===== src/rtl/sim_bus_pkg.sv =====
// Shared types and constants for the simulator bus adapter: FSM states,
// default timeout data, LFSR seed/taps and the error-data width fit helper.
package sim_bus_pkg;

    typedef enum logic [1:0] {
        IDLE = 2'd0,
        WAIT = 2'd1,
        REQ  = 2'd2,
        RESP = 2'd3
    } state_t;

    localparam int unsigned ERR_MAX_W     = 256;
    localparam logic [31:0] ERR_DATA_DFLT = 32'hDEAD_BEEF;

    localparam logic [15:0] LFSR_SEED = 16'hACE1;
    // Bits 15,13,12,10 correspond to the polynomial taps 16,14,13,11
    localparam logic [15:0] LFSR_TAPS = 16'b1011_0100_0000_0000;

    function automatic logic [ERR_MAX_W-1:0] err_fit(input logic [ERR_MAX_W-1:0] v,
                                                     input int unsigned           w);
        logic [ERR_MAX_W-1:0] mask;
        mask = '0;
        for (int unsigned i = 0; i < ERR_MAX_W; i++) begin
            if (i < w) mask[i] = 1'b1;
        end
        return v & mask;
    endfunction

endpackage


===== src/rtl/sim_bus_sat_counter.sv =====
// Statistics counter that either wraps or sticks at all-ones, selected by SATURATE.
module sim_bus_sat_counter #(
    parameter int unsigned CNT_W    = 32,
    parameter bit          SATURATE = 1'b1
) (
    input  logic             clk_i,
    input  logic             rst_ni,
    input  logic             inc_i,
    output logic [CNT_W-1:0] count_o
);

    logic [CNT_W-1:0] count_q;

    function automatic logic [CNT_W-1:0] next_count(input logic [CNT_W-1:0] c);
        if (SATURATE && (&c)) return c;
        return c + CNT_W'(1);
    endfunction

    always_ff @(posedge clk_i or negedge rst_ni) begin
        if (!rst_ni) begin
            count_q <= '0;
        end else if (inc_i) begin
            count_q <= next_count(count_q);
        end
    end

    assign count_o = count_q;

endmodule


===== src/rtl/sim_bus_adapter.sv =====
// Registered bridge from a bus_if master to the simulator memory port with wait-state
// injection, response timeout and statistics. Define SIM_BUS_LAT_RANDOM_EN for LFSR waits.
module sim_bus_adapter
    import sim_bus_pkg::*;
#(
    parameter int unsigned          ADDR_W   = 19,
    parameter int unsigned          DATA_W   = 32,
    parameter int unsigned          WAIT_W   = 4,
    parameter int unsigned          TIMEOUT  = 256,
    parameter logic [ERR_MAX_W-1:0] ERR_DATA = ERR_MAX_W'(ERR_DATA_DFLT),
    parameter int unsigned          CNT_W    = 32
) (
    input  logic                  clk_i,
    input  logic                  rst_ni,
    input  logic                  m_valid_i,
    input  logic [ADDR_W-1:0]     m_addr_i,
    input  logic [DATA_W-1:0]     m_wdata_i,
    input  logic [DATA_W/8-1:0]   m_wstrb_i,
    input  logic                  m_instr_i,
    output logic                  m_ready_o,
    output logic [DATA_W-1:0]     m_rdata_o,
    output logic                  s_valid_o,
    output logic [ADDR_W-1:0]     s_addr_o,
    output logic [DATA_W-1:0]     s_wdata_o,
    output logic [DATA_W/8-1:0]   s_wstrb_o,
    output logic                  s_instr_o,
    input  logic                  s_ready_i,
    input  logic [DATA_W-1:0]     s_rdata_i,
    input  logic [WAIT_W-1:0]     wait_states_i,
    output logic                  busy_o,
    output logic                  timeout_o,
    output logic [CNT_W-1:0]      cycles_o,
    output logic [CNT_W-1:0]      rd_count_o,
    output logic [CNT_W-1:0]      wr_count_o
);

    localparam int unsigned       STRB_W  = DATA_W / 8;
    localparam int unsigned       TO_W    = (TIMEOUT > 1) ? $clog2(TIMEOUT) : 1;
    localparam logic [TO_W-1:0]   TO_MAX  = TO_W'((TIMEOUT > 0) ? (TIMEOUT - 1) : 0);
    localparam logic [DATA_W-1:0] ERR_FIT = DATA_W'(err_fit(ERR_DATA, DATA_W));

    state_t              state_q, state_d;
    logic [ADDR_W-1:0]   addr_q;
    logic [DATA_W-1:0]   wdata_q;
    logic [STRB_W-1:0]   wstrb_q;
    logic                instr_q;
    logic [WAIT_W-1:0]   wcnt_q;
    logic [TO_W-1:0]     tcnt_q;
    logic [DATA_W-1:0]   rdata_q;
    logic                timeout_q;
    logic [WAIT_W-1:0]   w_sel;
    logic                accept, hit, expire, enter_resp;

`ifdef SIM_BUS_LAT_RANDOM_EN
    logic [15:0] lfsr_q;

    // wait_states_i masks the pseudo-random latency drawn for this request
    assign w_sel = lfsr_q[WAIT_W-1:0] & wait_states_i;

    always_ff @(posedge clk_i or negedge rst_ni) begin
        if (!rst_ni) begin
            lfsr_q <= LFSR_SEED;
        end else if (accept) begin
            lfsr_q <= {lfsr_q[14:0], ^(lfsr_q & LFSR_TAPS)};
        end
    end
`else
    assign w_sel = wait_states_i;
`endif

    always_comb begin
        state_d = state_q;
        accept  = 1'b0;
        hit     = 1'b0;
        expire  = 1'b0;
        case (state_q)
            IDLE: begin
                if (m_valid_i) begin
                    accept  = 1'b1;
                    state_d = (w_sel != '0) ? WAIT : REQ;
                end
            end
            WAIT: begin
                if (wcnt_q == '0) state_d = REQ;
            end
            REQ: begin
                // A ready on the final allowed cycle beats the timeout
                if (s_ready_i) begin
                    hit     = 1'b1;
                    state_d = RESP;
                end else if ((TIMEOUT > 0) && (tcnt_q == TO_MAX)) begin
                    expire  = 1'b1;
                    state_d = RESP;
                end
            end
            RESP:    state_d = IDLE;
            default: state_d = IDLE;
        endcase
    end

    assign enter_resp = hit | expire;

    always_ff @(posedge clk_i or negedge rst_ni) begin
        if (!rst_ni) begin
            state_q   <= IDLE;
            addr_q    <= '0;
            wdata_q   <= '0;
            wstrb_q   <= '0;
            instr_q   <= 1'b0;
            wcnt_q    <= '0;
            tcnt_q    <= '0;
            rdata_q   <= '0;
            timeout_q <= 1'b0;
        end else begin
            state_q <= state_d;
            if (accept) begin
                addr_q  <= m_addr_i;
                wdata_q <= m_wdata_i;
                wstrb_q <= m_wstrb_i;
                instr_q <= m_instr_i;
                wcnt_q  <= w_sel - WAIT_W'(1);
            end else if ((state_q == WAIT) && (wcnt_q != '0)) begin
                wcnt_q <= wcnt_q - WAIT_W'(1);
            end
            if (state_q != REQ) begin
                tcnt_q <= '0;
            end else if (!enter_resp) begin
                tcnt_q <= tcnt_q + TO_W'(1);
            end
            if (hit) begin
                rdata_q <= s_rdata_i;
            end else if (expire) begin
                rdata_q   <= ERR_FIT;
                timeout_q <= 1'b1;
            end
        end
    end

    sim_bus_sat_counter #(.CNT_W(CNT_W), .SATURATE(1'b0)) u_cycles (
        .clk_i   (clk_i),
        .rst_ni  (rst_ni),
        .inc_i   (1'b1),
        .count_o (cycles_o)
    );

    sim_bus_sat_counter #(.CNT_W(CNT_W), .SATURATE(1'b1)) u_rd_count (
        .clk_i   (clk_i),
        .rst_ni  (rst_ni),
        .inc_i   (enter_resp & ~(|wstrb_q)),
        .count_o (rd_count_o)
    );

    sim_bus_sat_counter #(.CNT_W(CNT_W), .SATURATE(1'b1)) u_wr_count (
        .clk_i   (clk_i),
        .rst_ni  (rst_ni),
        .inc_i   (enter_resp & (|wstrb_q)),
        .count_o (wr_count_o)
    );

    assign m_ready_o = (state_q == RESP);
    assign m_rdata_o = rdata_q;
    assign s_valid_o = (state_q == REQ);
    assign s_addr_o  = addr_q;
    assign s_wdata_o = wdata_q;
    assign s_wstrb_o = wstrb_q;
    assign s_instr_o = instr_q;
    assign busy_o    = (state_q != IDLE);
    assign timeout_o = timeout_q;

endmodule


===== config.mk =====
export PLATFORM = sky130hd
export DESIGN_NAME = sim_bus_adapter
export DESIGN_NICKNAME = d
export VERILOG_FILES = /design/src/rtl/sim_bus_pkg.sv /design/src/rtl/sim_bus_sat_counter.sv /design/src/rtl/sim_bus_adapter.sv
export SDC_FILE = /design/constraint.sdc
export NUM_CORES = 1
export LEC_CHECK = 0
export CORE_UTILIZATION = 50
export CTS_CLUSTER_DIAMETER = 40
export DETAILED_ROUTE_END_ITERATION = 16
export GPL_TIMING_DRIVEN = 0
export PLACE_DENSITY = 0.95
export SETUP_SLACK_MARGIN = 0.4
export SYNTH_ARGS = -nofsm -noshare
export SYNTH_HDL_FRONTEND = slang
export SYNTH_SLANG_ARGS = --single-unit
export TNS_END_PERCENT = 5

===== constraint.sdc =====
create_clock -name clk_i -period 4.23 [get_ports clk_i]
set_input_delay 1.0575 -clock clk_i [delete_from_list [all_inputs] [get_ports clk_i]]
set_output_delay 1.0575 -clock clk_i [all_outputs]
set_load 0.02 [all_outputs]

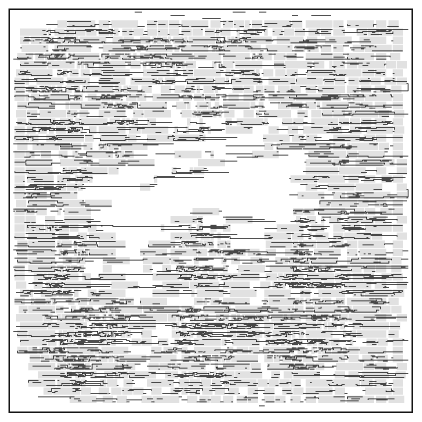
Figure 1: run 1, signal wires on met1.
Drawn at 3 px/um.
- nets with wire on the layer: 993
- share of all routed wire: 39%
Detailed Route WL: 22.9 mm
Global Route met1 Usage: 31.7%
Vias: 6,950

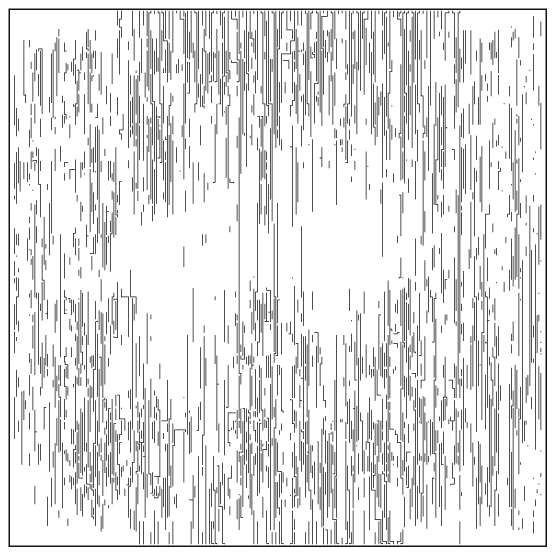
Figure 2: run 1, metal 2.
Drawn at 4 px/um.
- main direction: vertical
- wire length on this layer: 11,500 um
met2 Use GR: 44.0%

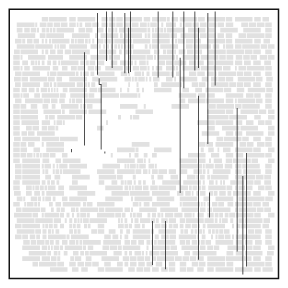
Figure 3: run 1, M4 wires.
Drawn at 2 px/um.
- share of all routed wire: 3.9%
- main direction: vertical

==> impl_metrics.csv, run 1 <==
group,metric,value,unit
cts,cts_root_buffer,"clkbuf_16",
run,maxCapViolCount,0,
synth,async_flop_share,100,%
cts,cts_buffers,17,
timing,relSlewSlack,45.0,%
layout,mostFrequentLayoutCells,"clkdlybuf4s50_1, dfrtp_1, nand2_1",
timing,drv_slew,0,
synth,simple_gate_share,19.2,%
timing,min_period_over_period,79.0,%
grt,antenna_found_initial,2,
setup_path,critPathLaunchType,"input port",
detailed_routing,met2WireLength,11.5,mm
setup_path,cp.required,4570,ps
layout,logic_area,3560,um^2
floorplanning,boundaryPins,284,
timing,holdWs,469,ps
power_and_ir_drop,seqPwrFrac,38.4,%
outcome,status,"completed",
setup_path,reg2reg_from,"state_q[0]",
layout,final_nets,1158,
synth,syn_inst,750,
cts,postCtsSetupRepairBufs,0,
timing,post-route-min-period,3340,ps
timing,fmax,299,MHz
setup_path,crit_path_frequent_cell,"buf_1",
setup_path,r2r_setup_slack,1250,ps
synth,top_cells_by_count,"dfrtp_1, nand2_1, nand3_1, mux2_2, xnor2_1",
synth,synth.comb.largest_family,"simple AND/OR/NAND/NOR gates",
detailed_routing,wire_per_inst,17.8,um
layout,num-multi-input-gates,515,
power_and_ir_drop,powerClk,0.00165,W
detailed_routing,wl_met3,1.50,mm
power_and_ir_drop,powerComb,0.00265,W
power_and_ir_drop,pg_seq,0.00268,W
layout,flop-count,199,
timing,skew,12.0,ps
detailed_routing,dr.pass1.iters,5,
placed_design,io_buffers,282,
setup_path,critPathMaxStageDelay,540,ps
power_and_ir_drop,internal_power,0.00460,W
layout,fin_cells,1286,
floorplanning,core_area,16800,um^2
synth,ff_type,"dfrtp_1",
placed_design,dpl_worst_slack,542,ps
floorplanning,fp_util,51.9,%
synth,seq_area_frac_synth,57.3,%
setup_path,crit_buf_inv,3,
synth,yosys_warnings,0,
placed_design,dp_hpwl,17.0,mm
timing,rsz0062_at_grt,"false",
power_and_ir_drop,power,0.00698,W
cts,cts_buffer_depth,2,
cts,cts_tree,"yes",
cts,cts_sinks,199,
synth,ys_types,50,
setup_path,end_kind,"flip-flop",
layout,diodes,1,
setup_path,critical_path.slowest_cell,"buf_1",
synth,ys_sh_xor,10.1,%
power_and_ir_drop,p_sw,0.00237,W
setup_path,critPathLaunch,"m_valid_i",
power_and_ir_drop,ir_drop,0.355,mV
layout,final_util,74.1,%
detailed_routing,viasPerCell,5.40,
grt,track_usage,26.1,%
==> run 2, diff against run 1 <==
--- a/config.mk
+++ b/config.mk
@@ -5,11 +5,11 @@
 export SDC_FILE = /design/constraint.sdc
 export NUM_CORES = 1
 export LEC_CHECK = 0
-export CORE_UTILIZATION = 50
+export CORE_UTILIZATION = 46
 export CTS_CLUSTER_DIAMETER = 40
 export DETAILED_ROUTE_END_ITERATION = 16
 export GPL_TIMING_DRIVEN = 0
-export PLACE_DENSITY = 0.95
+export PLACE_DENSITY = 0.9
 export SETUP_SLACK_MARGIN = 0.4
 export SYNTH_ARGS = -nofsm -noshare
 export SYNTH_HDL_FRONTEND = slang
==> constraint.sdc (replaced) <==
create_clock -name clk_i -period 3.1 [get_ports clk_i]
set_input_delay 0.775 -clock clk_i [delete_from_list [all_inputs] [get_ports clk_i]]
set_output_delay 0.775 -clock clk_i [all_outputs]
set_load 0.02 [all_outputs]
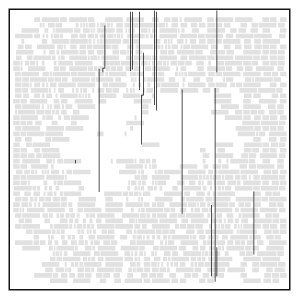
Figure 4: run 2, M4 wires.
Drawn at 2 px/um.
- share of all routed wire: 2.6%
- longest straight run: 96.6 um
- nets with wire on the layer: 14
- main direction: vertical
- wire length on this layer: 596 um

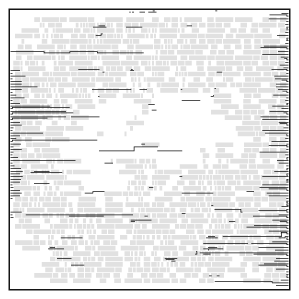
Figure 5: run 2, met3 routing.
Drawn at 2 px/um.
- main direction: horizontal
- wire length on this layer: 1,600 um
met3 GRT Util: 6.43%
Detailed Route WL: 22.5 mm
Vias: 6,856

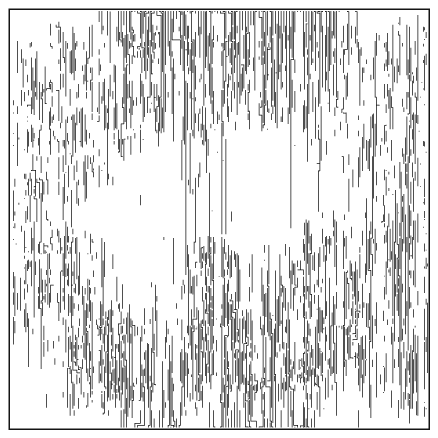
Figure 6: run 2, metal 2.
Drawn at 3 px/um.
- wire length on this layer: 11,300 um
- share of all routed wire: 50%
- main direction: vertical
- nets with wire on the layer: 1,034
- longest straight run: 64.6 um

==> impl_metrics.csv, run 2 <==
group,metric,value,unit
synth,simple_gate_share,19.2,%
power_and_ir_drop,seqPwrFrac,38.2,%
setup_path,critPathLaunchType,"flip-flop",
layout,regArea,4980,um^2
setup_path,reg2reg_to,"u_wr_count.count_o[1]",
detailed_routing,viasPerCell,5.29,
synth,yosys_warnings,0,
synth,seq_area_frac_synth,57.3,%
layout,diodes,0,
layout,fin_cells,1296,
power_and_ir_drop,switching_share,34.0,%
layout,mostFrequentLayoutCells,"clkdlybuf4s50_1, dfrtp_1, nand2_1",
floorplanning,die_w,139,um
floorplanning,boundaryPins,284,
power_and_ir_drop,p_leak,5.46,nW
timing,min_period_over_period,85.5,%
synth,ys_sh_xor,10.1,%
grt,antenna_found_initial,1,
floorplanning,num_rows,49,
cts,postCtsSetupRepairBufs,0,
power_and_ir_drop,powerClk,0.00227,W
cts,cts_buffers,17,
placed_design,dpl_cell_area,11800,um^2
layout,nClkBuffers,17,
synth,async_flop_share,100,%
grt,grt_busiest_layer,"met2",
layout,final_nets,1160,
power_and_ir_drop,p_sw,0.00323,W
timing,post-route-min-period,2650,ps
synth,synth-adder-area-share,1.44,%
layout,drive_gt1_share,11.4,%
setup_path,crit_path_frequent_cell,"inv_1",
grt,grt_pass1_vias,7037,
placed_design,dp.cells,1262,
setup_path,crit_fanout,4,
synth,ys_types,50,
run,maxCapViolCount,0,
power_and_ir_drop,internal_power,0.00628,W
timing,relSlewSlack,32.5,%
synth,yosys-stat-area,8690,um^2
cts,cts_root_buffer,"clkbuf_16",
grt,use_met1,27.8,%
detailed_routing,drc_errors,0,
layout,flop-count,199,
layout,num-multi-input-gates,515,
detailed_routing,top_layer_used,"met5",
setup_path,worstPathArrival,1880,ps
setup_path,critical_path.slowest_cell,"clkdlybuf4s50_1",
synth,ff_type,"dfrtp_1",
cts,cts_sinks,199,
detailed_routing,met2WireLength,11.3,mm
placed_design,dp_hpwl,16.7,mm
floorplanning,num_tap_cells,229,
power_and_ir_drop,pg_seq,0.00363,W
cts,clkLatencyLatePin,420,ps
setup_path,reg2reg_from,"state_q[0]",
synth,ys_cells,750,
floorplanning,die_h,139,um
detailed_routing,drtIter0Drc,294,
floorplanning,core_area,18300,um^2
floorplanning,fp_util,47.6,%
cts,cts_tree,"yes",
power_and_ir_drop,powerComb,0.00361,W
cts,cts_buffer_depth,2,
synth,yosysMostFrequentCell,"dfrtp_1",
synth,synth.comb.largest_family,"simple AND/OR/NAND/NOR gates",
setup_path,crit_cells,4,
cts,clk_pin_slew_worst_paths,70,ps
setup_path,crit_buf_inv,3,
outcome,status,"completed",
synth,syn_area_per_cell,11.6,um^2
grt,grt.met2_usage,41.0,%
grt,track_usage,23.7,%
setup_path,r2r_setup_slack,500,ps
layout,mostFrequentLayoutCell,"clkdlybuf4s50_1",
timing,skew,10.9,ps
timing,holdWs,322,ps
synth,syn_inst,750,
layout,comb_area_share,28.6,%
setup_path,cp.required,2320,ps
timing,drv_slew,0,
cts,ctsHoldBuffers,0,
synth,top_cells_by_count,"dfrtp_1, nand2_1, nand3_1, mux2_2, xnor2_1",
setup_path,end_kind,"primary output",
layout,areaGrowthSynthToFinish,43.5,%
layout,seq_area_share,39.9,%
placed_design,dpl_worst_slack,-323,ps
timing,fmax,377,MHz
layout,final_util,68.3,%
synth,synth_top_area_share,57.3,%
layout,largestClassByArea,"sequential cells",
setup_path,crit_chain,"inv_1 -> ha_1 -> inv_1 -> clkdlybuf4s50_1",
power_and_ir_drop,clock_power_share,23.9,%
setup_path,critPathMaxStageDelay,630,ps
timing,rsz0062_at_grt,"true",
detailed_routing,wl_met3,1.60,mm
grt,grt_pass1_wl,36.3,mm
detailed_routing,wire_per_inst,17.4,um
setup_path,critPathLaunch,"state_q[0]",
power_and_ir_drop,ir_drop,0.367,mV
synth,edf_count,0,
power_and_ir_drop,power,0.00951,W
detailed_routing,dr.pass1.iters,5,
layout,logic_area,3570,um^2
synth,syn_nets,856,
power_and_ir_drop,p_per_area,762,nW/um^2
worst_hold_path,hold_path.class,"in2async",
placed_design,io_buffers,282,
Power figures rest on the tool's default switching activity, not on a simulated workload.
